Fig. 1: pin placement
Scale: 1 px per um. Pins as bars across the die edge, other pins in gray.
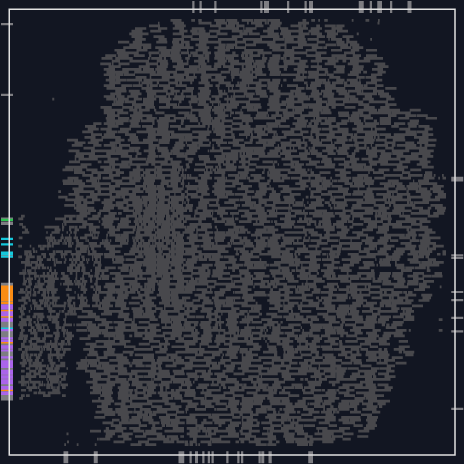
Fig. 2: routed metal, one color a layer
Scale: 1 px per um. Only two layers are drawn.
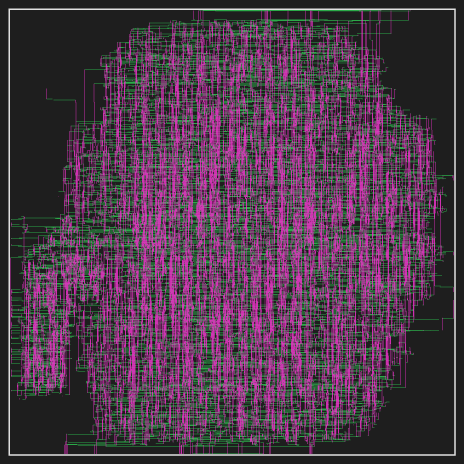
Fig. 3: placed standard cells
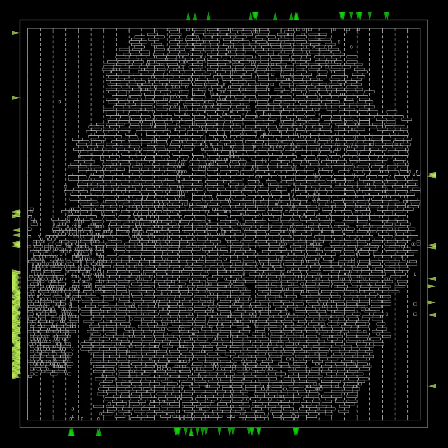
Fig. 4: signal wires on met2
Scale: 1 px per um. Cells faint in the background.
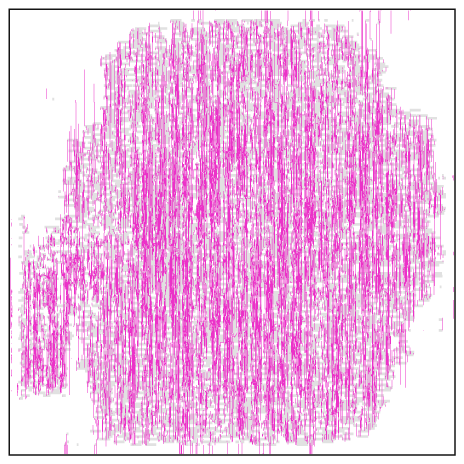
Fig. 5: layout detail
Region (202, 202) to (242, 242) um. Cells in gray, sequential cells in the stronger gray; small squares are vias.
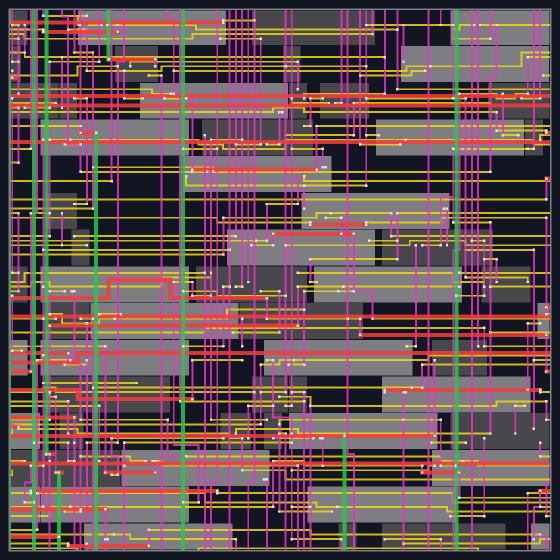
$ cat src/rtl/spis_dma_read_fifo_if.sv
// Signal bundle between the SPI-slave DMA read prefetch FIFO, its host/consumer and the memory arbiter.
// The master side drives control, consumer pops and arbiter returns; the slave side is the FIFO block.
interface spis_dma_read_fifo_if #(
   parameter int FIFO_WORDS = 64
);
   localparam int LW = $clog2(FIFO_WORDS);

   logic          start;
   logic [31:0]   dma_addr;
   logic [15:0]   word_count;
   logic          rd_strobe;
   logic [31:0]   rd_data;
   logic          rd_valid;
   logic          qpimem_arb_do_read;
   logic          qpimem_arb_next_word;
   logic [31:0]   qpimem_arb_addr;
   logic [31:0]   qpimem_arb_rdata;
   logic [LW-1:0] level;
   logic          full;
   logic          empty;
   logic          done;
   logic          underflow;

   modport master (
      output start, dma_addr, word_count, rd_strobe,
      output qpimem_arb_next_word, qpimem_arb_rdata,
      input  rd_data, rd_valid, qpimem_arb_do_read, qpimem_arb_addr,
      input  level, full, empty, done, underflow
   );

   modport slave (
      input  start, dma_addr, word_count, rd_strobe,
      input  qpimem_arb_next_word, qpimem_arb_rdata,
      output rd_data, rd_valid, qpimem_arb_do_read, qpimem_arb_addr,
      output level, full, empty, done, underflow
   );
endinterface

$ cat src/rtl/spis_dma_read_fifo.sv
// Prefetch FIFO feeding the SPI-slave MISO shifter: fetches word_count words from memory in
// bursts through the qpimem arbiter and presents them first-word fall-through to the consumer.
module spis_dma_read_fifo #(
   parameter int FIFO_WORDS  = 64,
   parameter int BURST_WORDS = 32
) (
   input  logic                clk,
   input  logic                reset,
   spis_dma_read_fifo_if.slave bus
);
   localparam int AW = $clog2(FIFO_WORDS);
   localparam int CW = 17;
   localparam logic [CW-1:0] BURST_C  = CW'(BURST_WORDS);
   localparam logic [CW-1:0] USABLE_C = CW'(FIFO_WORDS - 1);
   localparam logic [AW-1:0] FULL_LVL = AW'(FIFO_WORDS - 1);

   typedef enum logic [1:0] {IDLE, WAIT_SPACE, BURST, DONE} state_t;

   state_t        state_q, state_d;
   logic [AW-1:0] w_ptr_q, w_ptr_d;
   logic [AW-1:0] r_ptr_q, r_ptr_d;
   logic [31:0]   addr_q, addr_d;
   logic [15:0]   remaining_q, remaining_d;
   logic [CW-1:0] burst_cnt_q, burst_cnt_d;
   logic          do_read_q, do_read_d;
   logic          underflow_q, underflow_d;
   logic [31:0]   rd_data_q;
   logic [31:0]   ram [FIFO_WORDS];

   logic [AW-1:0] level;
   logic          empty;
   logic          push;
   logic          pop;
   logic [CW-1:0] rem_ext;
   logic [CW-1:0] blen;
   logic [CW-1:0] free_words;

   assign level      = w_ptr_q - r_ptr_q;
   assign empty      = (level == '0);
   assign push       = (state_q == BURST) && bus.qpimem_arb_next_word && !bus.start;
   assign pop        = bus.rd_strobe && !empty && !bus.start;
   assign rem_ext    = {1'b0, remaining_q};
   assign blen       = (rem_ext > BURST_C) ? BURST_C : rem_ext;
   assign free_words = USABLE_C - {{(CW-AW){1'b0}}, level};

   always_comb begin
      state_d     = state_q;
      w_ptr_d     = w_ptr_q;
      r_ptr_d     = r_ptr_q;
      addr_d      = addr_q;
      remaining_d = remaining_q;
      burst_cnt_d = burst_cnt_q;
      do_read_d   = do_read_q;
      underflow_d = underflow_q;

      if (bus.start) begin
         w_ptr_d     = '0;
         r_ptr_d     = '0;
         underflow_d = 1'b0;
         addr_d      = bus.dma_addr;
         remaining_d = bus.word_count;
         burst_cnt_d = '0;
         do_read_d   = 1'b0;
         state_d     = (bus.word_count == 16'd0) ? DONE : WAIT_SPACE;
      end else begin
         if (pop) begin
            r_ptr_d = r_ptr_q + 1'b1;
         end else if (bus.rd_strobe) begin
            underflow_d = 1'b1;
         end

         unique case (state_q)
            WAIT_SPACE: begin
               // Space is judged only here; pops during a burst can only add room.
               if (remaining_q == 16'd0) begin
                  state_d = DONE;
               end else if (free_words >= blen) begin
                  state_d     = BURST;
                  burst_cnt_d = blen;
                  do_read_d   = 1'b1;
               end
            end
            BURST: begin
               if (push) begin
                  w_ptr_d     = w_ptr_q + 1'b1;
                  addr_d      = addr_q + 32'd4;
                  remaining_d = remaining_q - 16'd1;
                  burst_cnt_d = burst_cnt_q - CW'(1);
                  if (burst_cnt_q == CW'(1)) begin
                     do_read_d = 1'b0;
                     state_d   = WAIT_SPACE;
                  end
               end
            end
            default: ;
         endcase
      end
   end

   always_ff @(posedge clk) begin
      if (reset) begin
         state_q     <= IDLE;
         w_ptr_q     <= '0;
         r_ptr_q     <= '0;
         addr_q      <= '0;
         remaining_q <= '0;
         burst_cnt_q <= '0;
         do_read_q   <= 1'b0;
         underflow_q <= 1'b0;
      end else begin
         state_q     <= state_d;
         w_ptr_q     <= w_ptr_d;
         r_ptr_q     <= r_ptr_d;
         addr_q      <= addr_d;
         remaining_q <= remaining_d;
         burst_cnt_q <= burst_cnt_d;
         do_read_q   <= do_read_d;
         underflow_q <= underflow_d;
      end
   end

   // Registered read addressed by the next read pointer gives fall-through timing; a word
   // written into the slot about to become the head is forwarded straight into the output register.
   always_ff @(posedge clk) begin
      if (push && !reset) begin
         ram[w_ptr_q] <= bus.qpimem_arb_rdata;
      end
      if (push && !reset && (w_ptr_q == r_ptr_d)) begin
         rd_data_q <= bus.qpimem_arb_rdata;
      end else begin
         rd_data_q <= ram[r_ptr_d];
      end
   end

   assign bus.rd_data            = rd_data_q;
   assign bus.rd_valid           = !empty;
   assign bus.qpimem_arb_do_read = do_read_q;
   assign bus.qpimem_arb_addr    = addr_q;
   assign bus.level              = level;
   assign bus.full               = (level == FULL_LVL);
   assign bus.empty              = empty;
   assign bus.done               = (state_q == DONE);
   assign bus.underflow          = underflow_q;
endmodule

$ cat src/flat_wrapper.sv
// flat-port wrapper written by rule: the top's interface ports become plain ports
module spis_dma_read_fifo_flat 
#(
   parameter int FIFO_WORDS  = 64,
   parameter int BURST_WORDS = 32
)
  (clk, reset, bus_start, bus_dma_addr, bus_word_count, bus_rd_strobe, bus_qpimem_arb_next_word, bus_qpimem_arb_rdata, bus_rd_data, bus_rd_valid, bus_qpimem_arb_do_read, bus_qpimem_arb_addr, bus_level, bus_full, bus_empty, bus_done, bus_underflow);
  spis_dma_read_fifo_if #(.FIFO_WORDS(FIFO_WORDS)) bus_i ();
  input  logic clk;
  input  logic reset;
  input wire logic [$bits(bus_i.start)-1:0] bus_start;
  input wire logic [$bits(bus_i.dma_addr)-1:0] bus_dma_addr;
  input wire logic [$bits(bus_i.word_count)-1:0] bus_word_count;
  input wire logic [$bits(bus_i.rd_strobe)-1:0] bus_rd_strobe;
  input wire logic [$bits(bus_i.qpimem_arb_next_word)-1:0] bus_qpimem_arb_next_word;
  input wire logic [$bits(bus_i.qpimem_arb_rdata)-1:0] bus_qpimem_arb_rdata;
  output wire logic [$bits(bus_i.rd_data)-1:0] bus_rd_data;
  output wire logic [$bits(bus_i.rd_valid)-1:0] bus_rd_valid;
  output wire logic [$bits(bus_i.qpimem_arb_do_read)-1:0] bus_qpimem_arb_do_read;
  output wire logic [$bits(bus_i.qpimem_arb_addr)-1:0] bus_qpimem_arb_addr;
  output wire logic [$bits(bus_i.level)-1:0] bus_level;
  output wire logic [$bits(bus_i.full)-1:0] bus_full;
  output wire logic [$bits(bus_i.empty)-1:0] bus_empty;
  output wire logic [$bits(bus_i.done)-1:0] bus_done;
  output wire logic [$bits(bus_i.underflow)-1:0] bus_underflow;
  assign bus_i.start = bus_start;
  assign bus_i.dma_addr = bus_dma_addr;
  assign bus_i.word_count = bus_word_count;
  assign bus_i.rd_strobe = bus_rd_strobe;
  assign bus_i.qpimem_arb_next_word = bus_qpimem_arb_next_word;
  assign bus_i.qpimem_arb_rdata = bus_qpimem_arb_rdata;
  assign bus_rd_data = bus_i.rd_data;
  assign bus_rd_valid = bus_i.rd_valid;
  assign bus_qpimem_arb_do_read = bus_i.qpimem_arb_do_read;
  assign bus_qpimem_arb_addr = bus_i.qpimem_arb_addr;
  assign bus_level = bus_i.level;
  assign bus_full = bus_i.full;
  assign bus_empty = bus_i.empty;
  assign bus_done = bus_i.done;
  assign bus_underflow = bus_i.underflow;
  spis_dma_read_fifo #(.FIFO_WORDS(FIFO_WORDS), .BURST_WORDS(BURST_WORDS)) u_core (.clk(clk), .reset(reset), .bus(bus_i));
endmodule
$ cat config.mk
export PLATFORM = sky130hd
export DESIGN_NAME = spis_dma_read_fifo_flat
export DESIGN_NICKNAME = d
export VERILOG_FILES = /design/src/rtl/spis_dma_read_fifo_if.sv /design/src/rtl/spis_dma_read_fifo.sv /design/src/flat_wrapper.sv
export SDC_FILE = /design/constraint.sdc
export NUM_CORES = 2
export LEC_CHECK = 0
export ABC_AREA = 0
export ABC_CLOCK_PERIOD_IN_PS = 6500
export CAP_MARGIN = 5
export CORE_MARGIN = 8
export CORE_UTILIZATION = 45
export DETAILED_ROUTE_END_ITERATION = 12
export GPL_TIMING_DRIVEN = 0
export SYNTH_ARGS = -nofsm -noshare
export SYNTH_HDL_FRONTEND = slang
export SYNTH_SLANG_ARGS = --single-unit
$ cat constraint.sdc
create_clock -name clk -period 6.5 [get_ports clk]
set_input_delay 0.65 -clock clk [delete_from_list [all_inputs] [get_ports clk]]
set_output_delay 0.65 -clock clk [all_outputs]
set_load 0.03 [all_outputs]
==> metrics.log <==
[flow] final metrics
INFO  metric status = finished with violations
INFO  metric failed_checks = setup timing
INFO  metric worst-endpoint-required = 5850 ps
INFO  metric clk_path_buf_depth = 3
INFO  metric synth_sequential_area_ratio = about 77%
INFO  metric setup_viol_count_final = 1
INFO  metric drc_markers = 0
INFO  metric nonClockInverterCount = 28
INFO  metric power_sequential = approximately 15 mW
INFO  metric power_consumed_by_the_clock_network = approximately 12 mW
INFO  metric synthesis.instances = 3917
INFO  metric final_net_count = 4506
INFO  metric critPathMostFrequentCell = sky130_fd_sc_hd__clkbuf_1
INFO  metric hold_buffers = 3
INFO  metric fin_ws = -18.4 ps
INFO  metric hold_slack = 108 ps
INFO  metric criticalPathCategory = flip-flop to primary output
INFO  metric post-place-cells = about 6600
INFO  metric clk_pin_slew_worst_paths = 60 ps
INFO  metric final_period_minus_worst_setup_slack = 6520 ps
INFO  metric cell_by_cell_trace_of_the_critical_path = clkbuf_1 > clkbuf_2 > clkbuf_1 > a211oi_1 > a21oi_1 > a221oi_1 > clkdlybuf4s50_1
Notes on Fig. 1 above:
Key: green = `bus_rd_valid` [pins 1, direction output, edge west]; purple = `bus_qpimem_arb_addr` [pins 32, direction output, edge west]; orange = `bus_word_count` [pins 16, direction input, edge west]; cyan = `bus_level` [pins 6, direction output, edge west]
All pins by edge: 98 west, 29 south, 24 north, 10 east.
height of the die: 444 um
horizontal die dimension: 444 um
buffers added on ports: 157

Notes on Fig. 2 above:
Key: magenta = met2 [wire length 114 mm]; green = met1 [wire length 98.2 mm]
vias after detailed routing: 43400
Routed WL per cell: 34.7 um
total routing resource utilization after global routing: 24.0%

Notes on Fig. 3 above:
tap cells: 2385
flop count: 2135
filler instances: 14100
number of placement rows: 157
share of the core filled with cells in the final layout: 52.9%

Notes on Fig. 4 above:
The longest straight run is 160 um. 4091 nets have wire on it. The wires run mostly vertical. The layer carries 114 mm of wire.
detailed-route wire length: 241000 um
fraction of met2 tracks used by global routing: 38.1%

Notes on Fig. 5 above:
Key: green = met4; magenta = met2; red = met3; yellow = met1
Netlist names of flops here include `u_core.ram` (21). 50 logic cells have their middle in the window. Most frequent: edfxtp_1 (21), mux4_2 (6). Sequential cells in the window: 21.

-- state kept, by name (all words and copies together) (netlist names), named ones only --
signal / flops
u_core.bus.underflow: 1
u_core.bus.qpimem_arb_addr: 32
u_core.bus.qpimem_arb_do_read: 1
u_core.ram: 2048
u_core.w_ptr_q: 6
u_core.burst_cnt_q: 17
u_core.remaining_q: 16
u_core.state_q: 2
u_core.r_ptr_q: 6
-- cell families after synthesis --
group	share of synthesized area (%)
fa+ha+maj	0.343
compound gates	3.58
xor+xnor	0.520
flops	76.7
mux	15.2
buf+inv	1.17
simple gates	2.48
-- layout by cell type (no fill, tap or decap), drive strengths merged, types with 28 or more instances in the layout --
master / n
buf: 205
inv: 40
a211oi: 35
edfxtp: 2048
nand2: 109
a21oi: 102
clkinv: 82
mux2i: 100
mux4: 512
clkdlybuf4s50: 125
nor2: 157
a221oi: 79
o221ai: 30
xnor2: 28
dfxtp: 87
o21ai: 49
clkbuf: 407
a22o: 46
-- final timing paths --
path,slack [ps],endpoint
setup reg to reg,2400,u_core.ram[22][0]
hold / removal,110,u_core.ram[40][31]
setup / recovery,-20,bus_rd_data[17]
hold reg to reg,470,u_core.bus.underflow
-- through the flow --
step / worst slack [ps] / power, mW
2_1_floorplan: 2840 / 16.9
3_3_place_gp: -718 / 17.8
3_5_place_dp: -493 / 17.8
4_1_cts: 1.72 / 29.7
5_1_grt: 3.92 / 30.3
6_report: -18.4 / 29.5
-- metal layers --
| metal | vias up | wire (um) |
|---|---|---|
| met5 | - | 46 |
| met4 | 6 | 8080 |
| met3 | 350 | 21400 |
| met2 | 2155 | 114000 |
| met1 | 23400 | 98200 |
| li1 | 17500 | - |
Power figures rest on the tool's default switching activity, not on a simulated workload.
